File: src/rtl/crc_engine.sv
// Parametrised multi-cycle CRC generator/checker: accepts one DATA_W-bit word per
// enable handshake and folds BITS_PER_CLK bits per clock into a running CRC.
module crc_engine #(
    parameter int               CRC_W        = 8,
    parameter logic [CRC_W-1:0] POLY         = CRC_W'(8'h07),
    parameter logic [CRC_W-1:0] INIT         = '0,
    parameter logic [CRC_W-1:0] XOROUT       = '0,
    parameter bit               REFIN        = 1'b0,
    parameter bit               REFOUT       = 1'b0,
    parameter logic [CRC_W-1:0] RESIDUE      = '0,
    parameter int               DATA_W       = 8,
    parameter int               BITS_PER_CLK = 1
) (
    input  logic              clk,
    input  logic              rst_n,
    input  logic [DATA_W-1:0] in,
    input  logic              enable,
    input  logic              clr,
    output logic              ready,
    output logic [CRC_W-1:0]  out,
    output logic              complete,
    output logic              match,
    output logic              drop
);

    localparam int N     = DATA_W / BITS_PER_CLK;
    localparam int CNT_W = (N > 1) ? $clog2(N) : 1;
    localparam logic [CNT_W-1:0] LAST_STEP = CNT_W'(N - 1);

    typedef enum logic {IDLE, BUSY} state_t;

    function automatic logic [CRC_W-1:0] rev_crc(input logic [CRC_W-1:0] x);
        logic [CRC_W-1:0] r;
        for (int i = 0; i < CRC_W; i++) r[i] = x[CRC_W-1-i];
        return r;
    endfunction

    function automatic logic [CRC_W-1:0] finalize(input logic [CRC_W-1:0] x);
        return (REFOUT ? rev_crc(x) : x) ^ XOROUT;
    endfunction

    state_t             state_reg, state_next;
    logic [CNT_W-1:0]   cnt_reg, cnt_next;
    logic [DATA_W-1:0]  shift_reg, shift_next;
    logic [CRC_W-1:0]   crc_reg, crc_next;
    logic [CRC_W-1:0]   out_reg, out_next;
    logic               complete_reg, complete_next;
    logic               match_reg, match_next;
    logic               drop_reg, drop_next;
    logic [DATA_W-1:0]  in_refl;
    logic [CRC_W-1:0]   crc_step;
    logic               fb;
    logic               last_step;

    // Reflected input is loaded so the shift register always feeds MSB first.
    generate
        for (genvar gi = 0; gi < DATA_W; gi++) begin : g_refin
            assign in_refl[gi] = REFIN ? in[DATA_W-1-gi] : in[gi];
        end
    endgenerate

    always_comb begin
        crc_step = crc_reg;
        fb       = 1'b0;
        for (int i = 0; i < BITS_PER_CLK; i++) begin
            fb       = crc_step[CRC_W-1] ^ shift_reg[DATA_W-1-i];
            crc_step = (crc_step << 1) ^ ({CRC_W{fb}} & POLY);
        end
    end

    assign last_step = (cnt_reg == LAST_STEP);

    always_ff @(posedge clk) begin
        if (!rst_n) begin
            state_reg    <= IDLE;
            cnt_reg      <= '0;
            shift_reg    <= '0;
            crc_reg      <= INIT;
            out_reg      <= finalize(INIT);
            complete_reg <= 1'b0;
            match_reg    <= (INIT == RESIDUE);
            drop_reg     <= 1'b0;
        end else begin
            state_reg    <= state_next;
            cnt_reg      <= cnt_next;
            shift_reg    <= shift_next;
            crc_reg      <= crc_next;
            out_reg      <= out_next;
            complete_reg <= complete_next;
            match_reg    <= match_next;
            drop_reg     <= drop_next;
        end
    end

    always_comb begin
        state_next = state_reg;
        cnt_next   = cnt_reg;
        shift_next = shift_reg;
        crc_next   = crc_reg;
        if (clr) begin
            state_next = IDLE;
            cnt_next   = '0;
            crc_next   = INIT;
        end else if (state_reg == IDLE) begin
            if (enable) begin
                state_next = BUSY;
                cnt_next   = '0;
                shift_next = in_refl;
            end
        end else begin
            crc_next   = crc_step;
            shift_next = shift_reg << BITS_PER_CLK;
            cnt_next   = cnt_reg + CNT_W'(1);
            if (last_step) begin
                state_next = IDLE;
                cnt_next   = '0;
            end
        end
    end

    // out/match only move on a finished word or a restart, so they hold mid-word.
    always_comb begin
        out_next      = out_reg;
        match_next    = match_reg;
        complete_next = 1'b0;
        drop_next     = 1'b0;
        if (clr) begin
            out_next   = finalize(INIT);
            match_next = (INIT == RESIDUE);
        end else if (state_reg == BUSY) begin
            drop_next = enable;
            if (last_step) begin
                complete_next = 1'b1;
                out_next      = finalize(crc_step);
                match_next    = (crc_step == RESIDUE);
            end
        end
    end

    assign ready    = (state_reg == IDLE);
    assign out      = out_reg;
    assign complete = complete_reg;
    assign match    = match_reg;
    assign drop     = drop_reg;

endmodule
File: config.mk
export PLATFORM = sky130hd
export DESIGN_NAME = crc_engine
export DESIGN_NICKNAME = d
export VERILOG_FILES = /design/src/rtl/crc_engine.sv
export SDC_FILE = /design/constraint.sdc
export NUM_CORES = 1
export LEC_CHECK = 0
export ABC_CLOCK_PERIOD_IN_PS = 3500
export CAP_MARGIN = 30
export CORE_MARGIN = 2
export CORE_UTILIZATION = 46
export DETAILED_ROUTE_END_ITERATION = 10
export DONT_BUFFER_PORTS = 1
export GPL_TIMING_DRIVEN = 1
export PLACE_DENSITY_LB_ADDON = 0.25
export SLEW_MARGIN = 20
export SYNTH_ARGS = -nofsm -noshare
export SYNTH_HDL_FRONTEND = slang
export SYNTH_SLANG_ARGS = --single-unit
File: constraint.sdc
create_clock -name clk -period 3.5 [get_ports clk]
set_input_delay 0.35 -clock clk [delete_from_list [all_inputs] [get_ports clk]]
set_output_delay 0.35 -clock clk [all_outputs]
set_load 0.005 [all_outputs]
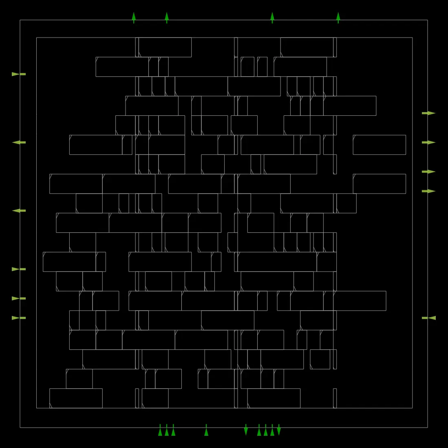
(images/final_placement.png)
number of inserted filler cells in the final layout: 253
share of the final layout cell area in sequential cells: 0.460
area of the core: 2710 um2
well tap count: 31

==> summary.txt <==
Entry: Yosys synthesis followed by OpenROAD place and route.

Run status:
- The run finished with clean final reports.

Clock tree:
- The run gives the TritonCTS clock tree as yes.

STA:
- The run puts the number of hold violations in the final report at 0.
- Between clock sinks in the finished design, the worst skew comes to 0.00565 ns.
- The run gives the max-slew violation count as 0.
- The run gives the maximum clock frequency as 0.682 GHz.

Logic synthesis:
- The run gives the sequential share of the synthesized area as 0.483.
- The share of synthesized area in the top cell type comes to 0.483.
- The run puts the post-synthesis compound-gate area fraction at 0.135.
- Yosys attributes the largest share of cell area to sky130_fd_sc_hd__dfxtp_1, sky130_fd_sc_hd__mux2i_1, sky130_fd_sc_hd__nand2_1.
- The run puts the count of mapped cells out of synthesis at 131.
- The run puts the mux cell area share after synthesis at 0.109.
- In the synthesized netlist the dominant register cell turns out to be sky130_fd_sc_hd__dfxtp_1.

Cells and area:
- The final antenna diode tally reported by the flow is 0.

Worst hold path:
- The number of cells on the worst hold path is listed as 2.

Place:
- RePlAce ended its routability-driven mode at a weighted congestion of 0.712.

Critical path:
- The run puts the arrival time of data at the critical path endpoint at 1.70 ns.
- The critical path starts at cnt_reg[0].
- The run gives the number of stages on the worst setup path as 5.
- Per the timing report, the most critical flop-to-flop path originates at cnt_reg[0].

GRT:
- In the global route stage, overall resource usage came out at 0.153.
- The run gives the met2 global-route usage as 0.239.
- The run puts the largest net degree at the start of global routing at 28.
- The initial antenna violation count came to 0.

Power and ir drop:
- The run puts the power dissipated in the clock network at 291 uW.
- The run puts the power density over the cells at 514 nW/um2.
- The combinational power reported by the tool is 37.8 uW.
- For this design the total switching power over the nets is 147 uW.
- The run gives the clock network fraction of design power as 0.419.
- The run gives the share of total power in combinational logic as 0.054.
- The run puts the part of the power in registers at 0.527.

Floorplan:
- The run puts the height of the die at 56.9 um.
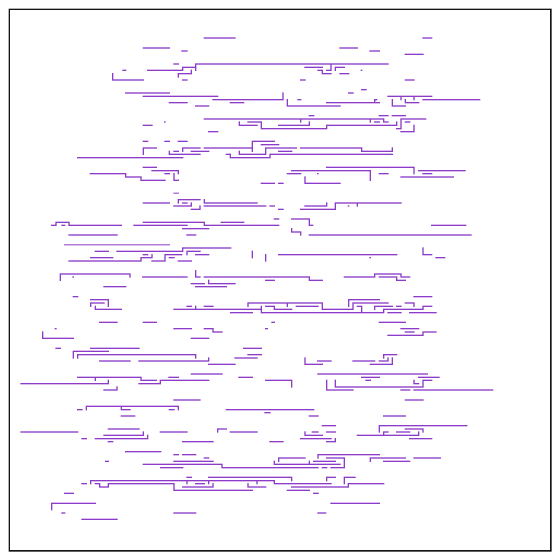
(images/met1.png)
The wires run mostly horizontal. The layer holds 46% of the routed length. The layer carries 989 um of wire. 133 nets have wire on it.

through the flow:
stage / area [um2] / std cells / hold WS (ns)
after floorplan: 1280 / 131 / 0.452
final: 1350 / 163 / 0.132
after CTS: 1350 / 163 / 0.122
after global routing: 1350 / 163 / 0.112
after detailed placement: 1260 / 155 / 0.471
after global placement: 1260 / 155 / 0.465
layout make-up:
cell class / instances / area, um2
Inverter: 2 / 7.51
Tap cell: 31 / 38.8
Multi-Input combinational cell: 90 / 589
Fill cell: 253 / 1360
Clock inverter: 2 / 35.0
Timing Repair Buffer: 1 / 7.51
Clock buffer: 6 / 51.3
Sequential cell: 31 / 621
cells by family after synthesis:
group / count (synthesis)
compound gates: 24
xor+xnor: 2
fa+ha+maj: 3
buf+inv: 10
flops: 31
mux: 14
simple gates: 47
Power is estimated from default activity; no workload was simulated.
